$ cat src/rtl/keysw_device.sv
// Memory-mapped KEY/SW responder: synchronizes, optionally debounces, latches events, raises irq.
// Optional debounce path selected by `define KEYSW_DEBOUNCE_EN.
module keysw_device #(
  parameter int unsigned      DBITS           = 32,
  parameter logic [DBITS-1:0] ADDR_KEY        = 32'hF0000010,
  parameter logic [DBITS-1:0] ADDR_SW         = 32'hF0000014,
  parameter logic [DBITS-1:0] ADDR_KCTRL      = 32'hF0000110,
  parameter logic [DBITS-1:0] ADDR_SCTRL      = 32'hF0000114,
  parameter logic [15:0]      DEBOUNCE_CYCLES = 16'd50000
) (
  input  logic             clk,
  input  logic             reset,
  input  logic [DBITS-1:0] abus,
  input  logic [DBITS-1:0] dbus,
  input  logic             we,
  input  logic             re,
  input  logic [3:0]       key,
  input  logic [9:0]       sw,
  output logic [DBITS-1:0] rdata,
  output logic             hit,
  output logic             irq
);

  logic [3:0] ks1_q, ks2_q;
  logic [9:0] ss1_q, ss2_q;

  // KEY idles high, so its synchronizer resets to released
  always_ff @(posedge clk or posedge reset) begin
    if (reset) begin
      ks1_q <= 4'hF;
      ks2_q <= 4'hF;
      ss1_q <= '0;
      ss2_q <= '0;
    end else begin
      ks1_q <= key;
      ks2_q <= ks1_q;
      ss1_q <= sw;
      ss2_q <= ss1_q;
    end
  end

  logic [3:0] kin;
  logic [9:0] sin;
  assign kin = ~ks2_q;
  assign sin = ss2_q;

  logic [3:0] kstate_q, kstate_d;
  logic [9:0] sstate_q, sstate_d;

`ifdef KEYSW_DEBOUNCE_EN
  localparam logic [15:0] TICK_LAST = DEBOUNCE_CYCLES - 16'd1;

  logic [15:0] cnt_q, cnt_d;
  logic        tick;
  logic [3:0]  ksamp_q, ksamp_d;
  logic [9:0]  ssamp_q, ssamp_d;
  logic [3:0]  kagree;
  logic [9:0]  sagree;

  assign tick   = (cnt_q == TICK_LAST);
  assign kagree = ~(kin ^ ksamp_q);
  assign sagree = ~(sin ^ ssamp_q);

  always_comb begin
    cnt_d    = tick ? 16'd0 : cnt_q + 16'd1;
    ksamp_d  = ksamp_q;
    ssamp_d  = ssamp_q;
    kstate_d = kstate_q;
    sstate_d = sstate_q;
    if (tick) begin
      ksamp_d  = kin;
      ssamp_d  = sin;
      // commit only bits whose two consecutive samples agree
      kstate_d = (kin & kagree) | (kstate_q & ~kagree);
      sstate_d = (sin & sagree) | (sstate_q & ~sagree);
    end
  end

  always_ff @(posedge clk or posedge reset) begin
    if (reset) begin
      cnt_q   <= '0;
      ksamp_q <= '0;
      ssamp_q <= '0;
    end else begin
      cnt_q   <= cnt_d;
      ksamp_q <= ksamp_d;
      ssamp_q <= ssamp_d;
    end
  end
`else
  logic [15:0] unused_cfg;
  assign unused_cfg = DEBOUNCE_CYCLES;
  assign kstate_d   = kin;
  assign sstate_d   = sin;
`endif

  logic sel_key, sel_sw, sel_kctrl, sel_sctrl;
  assign sel_key   = (abus == ADDR_KEY);
  assign sel_sw    = (abus == ADDR_SW);
  assign sel_kctrl = (abus == ADDR_KCTRL);
  assign sel_sctrl = (abus == ADDR_SCTRL);

  logic rd_side, kclr, sclr, kwr, swr, kev, sev;
  assign rd_side = re & ~we;
  assign kclr    = rd_side & sel_key;
  assign sclr    = rd_side & sel_sw;
  assign kwr     = we & sel_kctrl;
  assign swr     = we & sel_sctrl;
  assign kev     = |(kstate_d & ~kstate_q);
  assign sev     = |(sstate_d ^ sstate_q);

  logic kready_q, kready_d, kovr_q, kovr_d, kie_q, kie_d;
  logic sready_q, sready_d, sovr_q, sovr_d, sie_q, sie_d;

  // new events win over clearing reads and W1C writes
  always_comb begin
    kready_d = kready_q;
    kovr_d   = kovr_q;
    kie_d    = kie_q;
    sready_d = sready_q;
    sovr_d   = sovr_q;
    sie_d    = sie_q;
    if (kclr) kready_d = 1'b0;
    if (kev)  kready_d = 1'b1;
    if (kwr && dbus[2]) kovr_d = 1'b0;
    if (kev && kready_q && !kclr) kovr_d = 1'b1;
    if (kwr) kie_d = dbus[8];
    if (sclr) sready_d = 1'b0;
    if (sev)  sready_d = 1'b1;
    if (swr && dbus[2]) sovr_d = 1'b0;
    if (sev && sready_q && !sclr) sovr_d = 1'b1;
    if (swr) sie_d = dbus[8];
  end

  always_ff @(posedge clk or posedge reset) begin
    if (reset) begin
      kstate_q <= '0;
      sstate_q <= '0;
      kready_q <= 1'b0;
      kovr_q   <= 1'b0;
      kie_q    <= 1'b0;
      sready_q <= 1'b0;
      sovr_q   <= 1'b0;
      sie_q    <= 1'b0;
    end else begin
      kstate_q <= kstate_d;
      sstate_q <= sstate_d;
      kready_q <= kready_d;
      kovr_q   <= kovr_d;
      kie_q    <= kie_d;
      sready_q <= sready_d;
      sovr_q   <= sovr_d;
      sie_q    <= sie_d;
    end
  end

  always_comb begin
    rdata = '0;
    hit   = 1'b1;
    unique case (1'b1)
      sel_key:   rdata = {{(DBITS-4){1'b0}}, kstate_q};
      sel_sw:    rdata = {{(DBITS-10){1'b0}}, sstate_q};
      sel_kctrl: rdata = {{(DBITS-9){1'b0}}, kie_q, 5'b0,
                          kovr_q, 1'b0, kready_q};
      sel_sctrl: rdata = {{(DBITS-9){1'b0}}, sie_q, 5'b0,
                          sovr_q, 1'b0, sready_q};
      default:   hit   = 1'b0;
    endcase
  end

  assign irq = (kready_q & kie_q) | (sready_q & sie_q);

  logic unused_bits;
  assign unused_bits = ^{dbus[DBITS-1:9], dbus[7:3], dbus[1:0]};

endmodule
$ cat config.mk
export PLATFORM = sky130hd
export DESIGN_NAME = keysw_device
export DESIGN_NICKNAME = d
export VERILOG_FILES = /design/src/rtl/keysw_device.sv
export SDC_FILE = /design/constraint.sdc
export NUM_CORES = 1
export LEC_CHECK = 0
export ABC_AREA = 1
export CAP_MARGIN = 20
export CORE_AREA = 3 3 79 81
export CTS_CLUSTER_DIAMETER = 40
export DETAILED_ROUTE_END_ITERATION = 16
export DIE_AREA = 0 0 82 84
export PLACE_DENSITY = 0.78
export SLEW_MARGIN = 20
export SYNTH_ARGS = -nofsm -noshare
export SYNTH_HDL_FRONTEND = slang
export SYNTH_SLANG_ARGS = --single-unit
$ cat constraint.sdc
create_clock -name clk -period 1.9 [get_ports clk]
set_input_delay 0.285 -clock clk [delete_from_list [all_inputs] [get_ports clk]]
set_output_delay 0.285 -clock clk [all_outputs]
set_load 0.01 [all_outputs]
port_trees.png
Scale bar: 20 um.
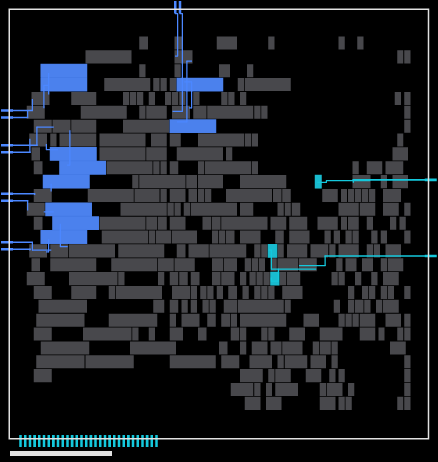
| port | color | bits | direction | end cells | buffers | wire |
|---|---|---|---|---|---|---|
| sw | blue | 10 | input | 10 | 10 | 135 um |
| dbus | cyan | 32 | input | 3 | 2 | 69.0 um |

util_map.png
Scale bar: 20 um. 8 x 8 tiles, from black (low) to pale yellow (high), 0 to 100% covered.
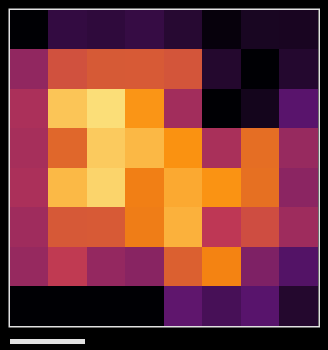
nearly empty tiles: 13%
densest ninth of the die: center
tiles over 75% full: 17%
emptiest ninth of the die: north-east
core area: 5540 sq um
Final Util: 54.2%
Floorplan Utilization: 39.0%

floorplan.png
Scale bar: 20 um. Pins as bars on the die edge.
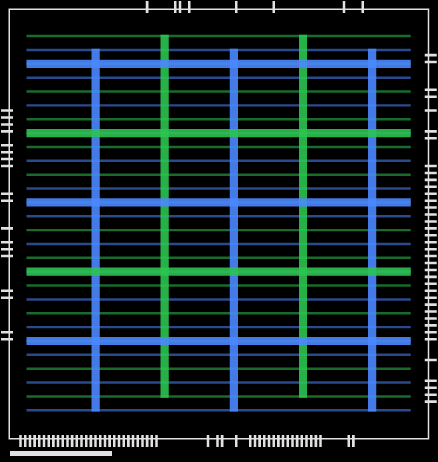
| net | color |
|---|---|
| VDD | green |
| VSS | blue |
met1 rails: 28
met5 straps: 5

==> flow_summary.toml <==
# physical design summary
[layout]
clock_area_share_pct = 3.25
clock_buffers = 6
area_dominant_class = "sequential cells"
drive_gt1_share_pct = 19.4
comb_cells = 158
buffer_area_share_pct = 22.7
num-nonclk-buffers = 74
comb_area_share_pct = 25.2
final_cell_mix = "nand2_1 (58), dfrtp_1 (40), inv_1 (38)"

[routing]
totalWireLength_um = 4150
drc_errors = 0
drt_iter0_drc = 42
vias = 1693
met2_length_um = 2080
viasPerCell = 4.21

[power]
power_sequential_mw = 1.09
clkPwrFrac_pct = 32.1
ir_worst_vdd_mv = 0.533
power_leader = "sequential cells"
pwr-share-seq_pct = 57.5

[synthesis]
ys_cells = 249
logic_family = "simple AND/OR/NAND/NOR gates"
async_flop_share_pct = 100
yosys.stat.seqShare_pct = 56.0
synthSimpleGateAreaFrac_pct = 25.1
yosysMostFrequentCell = "nand2_1"
compound_area_share_pct = 2.43

[worst_setup_path]
required_ns = 1.62
crit_buf_inv = 5
cp_slowest_cell = "dlygate4sd2_1"
r2r-end = "kovr_q"

[die]
die_area_sq_um = 6890
chipHeight_um = 84
tapCellCount = 72
num_io_pins = 116

[timing]
setup_violations = 0
fin_worst_skew_ns = 0.00443
period_needed_ns = 1.82

[placement]
gp_congestion = 0.829
placed_cells = 388
post-place-ws_ns = -0.485

[cts]
cts_tree = "done"
htree_levels = 2
numCtsBuffers = 5
clock_latency_ns = 0.29

[global_routing]
grt-ovfl-total = 0
grt_pass1_vias = 1577

[status]
status = "finished clean"
class_map.png
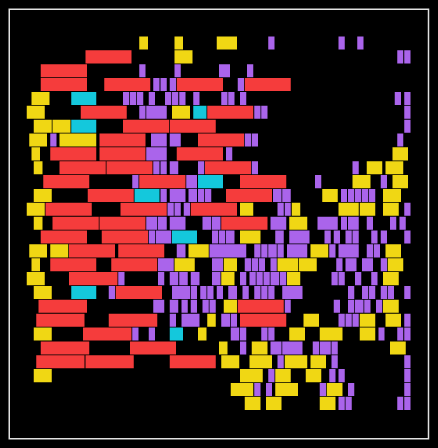
| class | color | cells |
|---|---|---|
| remaining buffers and delay cells | yellow | 74 |
| clock drivers and dummy loads | cyan | 8 |
| sequential cells | red | 48 |
| remaining logic cells | purple | 200 |
design area: 3000 sq um
sequential share of cell area: 40.3%
Cell Rows: 27

congestion_map.png
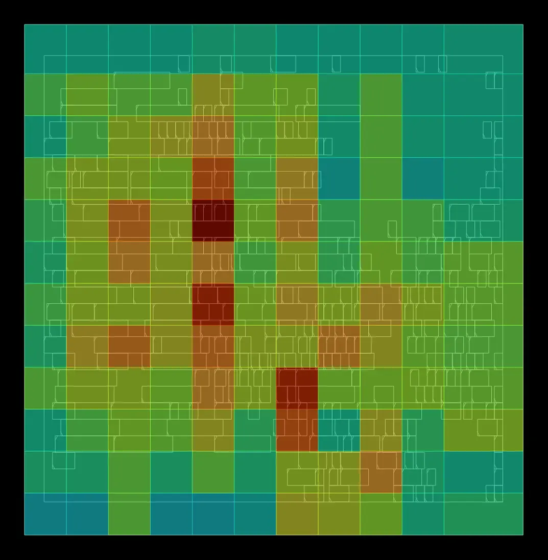
routing usage on met3: 3.89%
GR Util met2: 21.8%
DR WL/cell: 10.3 um

[worst max-delay path by stage]
stage | start | endpoint | cells past startpoint | slack [ns]
floorplan | reset | kie_q | 1 | 0.48
global placement | abus[4] | rdata[3] | 8 | -0.48
detailed placement | abus[15] | rdata[3] | 9 | -0.48
CTS | abus[22] | rdata[0] | 12 | 0.0001
global route | abus[10] | rdata[0] | 12 | -0.02
finish | abus[8] | rdata[8] | 11 | 0.08
[per-stage QoR]
stage / setup TNS (ns) / power, mW
2_1_floorplan: 0 / 1.23
3_3_place_gp: -4.91 / 1.32
3_5_place_dp: -5.01 / 1.33
4_1_cts: 0 / 1.94
5_1_grt: -0.0915 / 2.02
6_report: 0 / 1.90
Power is estimated from default activity; no workload was simulated.
